**Track usage over the die**

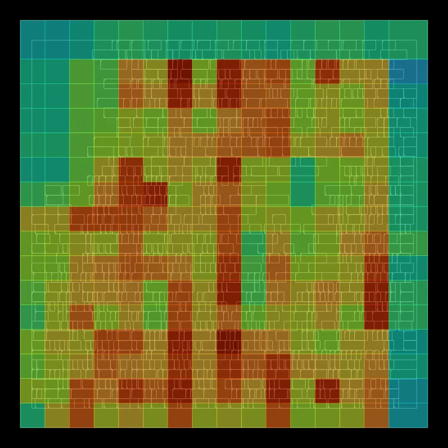
**Metal 2**

(2 px per µm) Cells faint in the background.
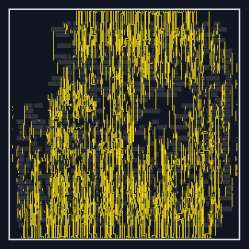
==> config.mk <==
export PLATFORM = sky130hd
export DESIGN_NAME = pq_arbiter
export DESIGN_NICKNAME = d
export VERILOG_FILES = /design/src/rtl/pq_arbiter.sv
export SDC_FILE = /design/constraint.sdc
export NUM_CORES = 1
export LEC_CHECK = 0
export ABC_AREA = 1
export CAP_MARGIN = 40
export CORE_MARGIN = 3
export CORE_UTILIZATION = 41
export DETAILED_ROUTE_END_ITERATION = 8
export GPL_TIMING_DRIVEN = 0
export HOLD_SLACK_MARGIN = 0.06
export PLACE_DENSITY = 0.9
export SYNTH_ARGS = -nofsm -noshare
export SYNTH_HDL_FRONTEND = slang
export SYNTH_SLANG_ARGS = --single-unit
==> constraint.sdc <==
create_clock -name clk -period 2.7 [get_ports clk]
set_clock_uncertainty 0.05 [all_clocks]
set_input_delay 0.675 -clock clk [delete_from_list [all_inputs] [get_ports clk]]
set_output_delay 0.675 -clock clk [all_outputs]
set_load 0.05 [all_outputs]
==> impl_report.txt <==
FLOW METRICS REPORT
----------------------------------------------------
[Floorplan]
  Die extent in x ........................ 114.4 µm
  Floorplan core area ........................ 11170 µm²
  Floorplan utilization ........................ 0.4310
  Chip area ........................ 13080 µm²
  Vertical die dimension ........................ 114.4 µm
  Number of rows in the core area ........................ 38
  Tapcell count ........................ 140
  Boundary pin count ........................ 246

[Power]
  Seq pwr share ........................ 0.236
  Total Power ........................ 6.041 mW
  Switch share ........................ 0.4402
  Clock-net power ........................ 1.38 mW
  Sequential cell power ........................ 1.42 mW
  Leak Pwr ........................ 3.576 nW
  Switching power summed over all nets ........................ 2.660 mW
  Areal power density over the cells ........................ 770.1 nW/µm²
  Max power group ........................ combinational cells
  Combinational Power Share ........................ 0.537
  Worst vdd rail ir drop ........................ 0.4923 mV
  Internal Dissipation ........................ 3.382 mW
  Power share of the clock group ........................ 0.228
  Combinational group power ........................ 3.24 mW

[Critical path]
  CP Data Required Time ........................ 2.89 ns
  FF-to-FF setup slack ........................ 0.54 ns
  Most repeated library cell on the critical path ........................ sky130_fd_sc_hd__nand2_1
  Cell family contributing the most delay on the critical path ........................ buffers and inverters
  Classification of the worst setup path ........................ in -> reg
  Highest cell delay on the worst timing path ........................ 0.53 ns
  Cell depth of the worst setup path ........................ 16
  Setup crit start kind ........................ primary input
  Crit. End Element ........................ flip-flop
  Critical path's slowest cell ........................ sky130_fd_sc_hd__clkdlybuf4s50_1
  Cell Chain, Critical Path ........................ clkdlybuf4s50_1, inv_1, nand3_2, nand3_2, nand3_1, nand2_1, a21oi_1, nand2_2, buf_4, buf_4, nand3_2, nand2_1, nand2_1, nand3_1, nand2_1, inv_1
  Total buffers and inverters traversed by the critical path ........................ 5
  Data arrival time at the worst-slack endpoint ........................ 2.74 ns
  Max FO, Critical Path ........................ 10
  Worst R2R Path Depth ........................ 16

[Synth]
  Main combinational cell family by area after synthesis ........................ simple AND/OR/NAND/NOR gates
  Cell total in the yosys stat output ........................ 766
  Post-synth regs ........................ 80
  Post-synthesis mux area share ........................ 0
  AO/OA Area Share ........................ 0.04832
  Dominant cell area share ........................ 0.3326
  Cell type with the highest aggregate area in the netlist ........................ sky130_fd_sc_hd__dfxtp_1
  Post-synth tally of flip-flops with integrated enable ........................ 0
  Synth top cell by count ........................ sky130_fd_sc_hd__nand2_1
  AND/OR/NAND/NOR Cells, Area Fraction ........................ 0.5012
  Area of the mapped netlist ........................ 4816 µm²
  Warnings from Yosys ........................ 0
  Number of distinct standard cells referenced by the synthesized netlist ........................ 25
  Share of the yosys chip area belonging to registers ........................ 0.3326
  Primary FF master, synth ........................ sky130_fd_sc_hd__dfxtp_1
  Post-synth area from yosys stat ........................ 4816 µm²
  Synth Net Count ........................ 940
  Synthesized-area fraction occupied by adder cells ........................ 0.002598
  Parity-gate share of the synthesized area counting xor and xnor cells ........................ 0.005716
  FFs w/ async S/R, synth ........................ 0
  Cell types with the highest counts after synthesis ........................ 295 x sky130_fd_sc_hd__nand2_1, 126 x sky130_fd_sc_hd__nand3_1, 80 x sky130_fd_sc_hd__dfxtp_1, 70 x sky130_fd_sc_hd__nor2_1, 45 x sky130_fd_sc_hd__inv_1
  Largest cells by area ........................ sky130_fd_sc_hd__dfxtp_1 33%, sky130_fd_sc_hd__nand2_1 23%, sky130_fd_sc_hd__nand3_1 13%
  Post-Synthesis Mean Instance Area ........................ 6.287 µm²
  Number of standard cells after synthesis ........................ 766

[Detailed routing]
  Post-Route M1 WL ........................ 7321 µm
  Drt drc ........................ 0
  DR vias/cell ........................ 5.074
  Top layer reached by signal wires ........................ met4
  Number of detailed-routing iterations run before antenna repair ........................ 6
  Met3 wirelength from detailed routing ........................ 1162 µm
  Detailed Route Iter0 Violations ........................ 452
  Detail Route met2 WL ........................ 8879 µm
  DRT antenna net count ........................ 0

[Clocking]
  Number of hold buffers added after cts ........................ 0
  Clk ins delay skew pair ........................ 0.34 ns
  Number of cells upsized or downsized after cts ........................ 0
  Setup fix buffers added after clock tree synthesis ........................ 0
  Max clock buf depth ........................ 2
  Number of buffers inserted during clock tree synthesis ........................ 9
  Worst-path clk slew ........................ 0.07 ns
  H-tree levels ........................ 3
  Clock Sink Count ........................ 80
  Root Driver ........................ sky130_fd_sc_hd__clkbuf_16
  Clock tree from TritonCTS ........................ built

[Layout]
  Biggest area consumer among cell classes ........................ non-clock buffers
  Non-filler cells, final ........................ 1166
  Seq_cells ........................ 80
  Inserted Diodes ........................ 0
  Non-clock buffer count in the final layout ........................ 298
  Clock buffer cells ........................ 9
  Number of logic inverters in the finished layout ........................ 49
  Final core utilization ........................ 0.7021
  Multi-In Gates ........................ 583
  Final design instance area without fill ........................ 7845 µm²
  Flip-flop and latch area ........................ 1602 µm²
  Proportion of cell area occupied by multi-input gates ........................ 0.3490
  Clock buffers and inverters, area share ........................ 0.04258
  Final non-clock buffer share ........................ 0.3585
  Synthesis-to-finish area growth ........................ 62.90%
  Fraction of standard cell area that is sequential ........................ 0.2041
  Multi-input combinational cell area ........................ 2738 µm²
  Fraction of layout instances using a drive strength above 1 ........................ 0.1033
  Tally of filler cells in the layout ........................ 930
  Nets@finish ........................ 1195

[Global routing]
  Number of global-route vias before repair ........................ 5565
  Aggregate global-route resource usage ........................ 0.2661
  Congestion Overflow GR ........................ 0
  Wire length of the first global-routing pass ........................ 27650 µm
  Top Usage Layer GRT ........................ met2
  Maximum number of pins on one net before global-route repair ........................ 17
  Antenna violations before repair ........................ 0
  Grt met1 use ........................ 0.3384

[Outcome]
  Outcome ........................ finished, final reports clean

[Worst hold path]
  Number of cells on the worst hold path ........................ 2
  Class of the most critical hold timing path ........................ reg -> reg

[STA]
  Count of final hold-check violations ........................ 0
  Final Critical Period ........................ 2.552 ns
  Worst-case setup margin in the final layout ........................ 0.1482 ns
  Crit share post-route ........................ 0.9451
  Setup TNS ........................ 0 ns
  Worst Hold Margin ........................ 0.4113 ns
  Max-slew violation count ........................ 0
  Final Setup Violations ........................ 0
  Transition time of the tightest slew-check pin ........................ 0.5852 ns
  Peak clock frequency supported by timing ........................ 0.3919 GHz
  Worst relative slew slack ........................ 0.6084

[Placed design]
  DP Wirelength ........................ 13790 µm
  Global placer's final weighted congestion ........................ 0.9197
  Dpl ws ........................ -0.3066 ns
  Post-DP Area ........................ 7433 µm²
  Quantity of I/O buffers inserted on ports ........................ 244
  # placed instances ........................ 1150

[Job]
  Tally of OpenROAD warnings ........................ 26
  Number of max-cap violations ........................ 0

----------------------------------------------------
-- 'track usage over the die' (at the start) --
met2 Resource Use GR: 0.4540
DR WL/cell: 15.26 µm
Global Route met3 Usage: 0.04863

-- 'metal 2' (at the start) --
The longest straight run is 52.0 µm. The wires run mostly vertical. The layer holds 50% of the routed length. 946 nets have wire on it.
detailed-route via count: 5916
total length of routed wires: 17790 µm

-- cells in the final DEF (no fill, tap or decap), types with 6 or more instances in the layout --
master and count:
sky130_fd_sc_hd__nand2_1 293, sky130_fd_sc_hd__clkdlybuf4s50_1 241, sky130_fd_sc_hd__clkbuf_1 18, sky130_fd_sc_hd__buf_2 11, sky130_fd_sc_hd__nand3_2 38, sky130_fd_sc_hd__buf_6 6, sky130_fd_sc_hd__clkbuf_16 9, sky130_fd_sc_hd__nor2_1 70
sky130_fd_sc_hd__dfxtp_1 80, sky130_fd_sc_hd__nand3_1 119, sky130_fd_sc_hd__inv_1 43, sky130_fd_sc_hd__buf_4 13, sky130_fd_sc_hd__inv_2 6, sky130_fd_sc_hd__a21oi_1 40
Power is estimated from default activity; no workload was simulated.
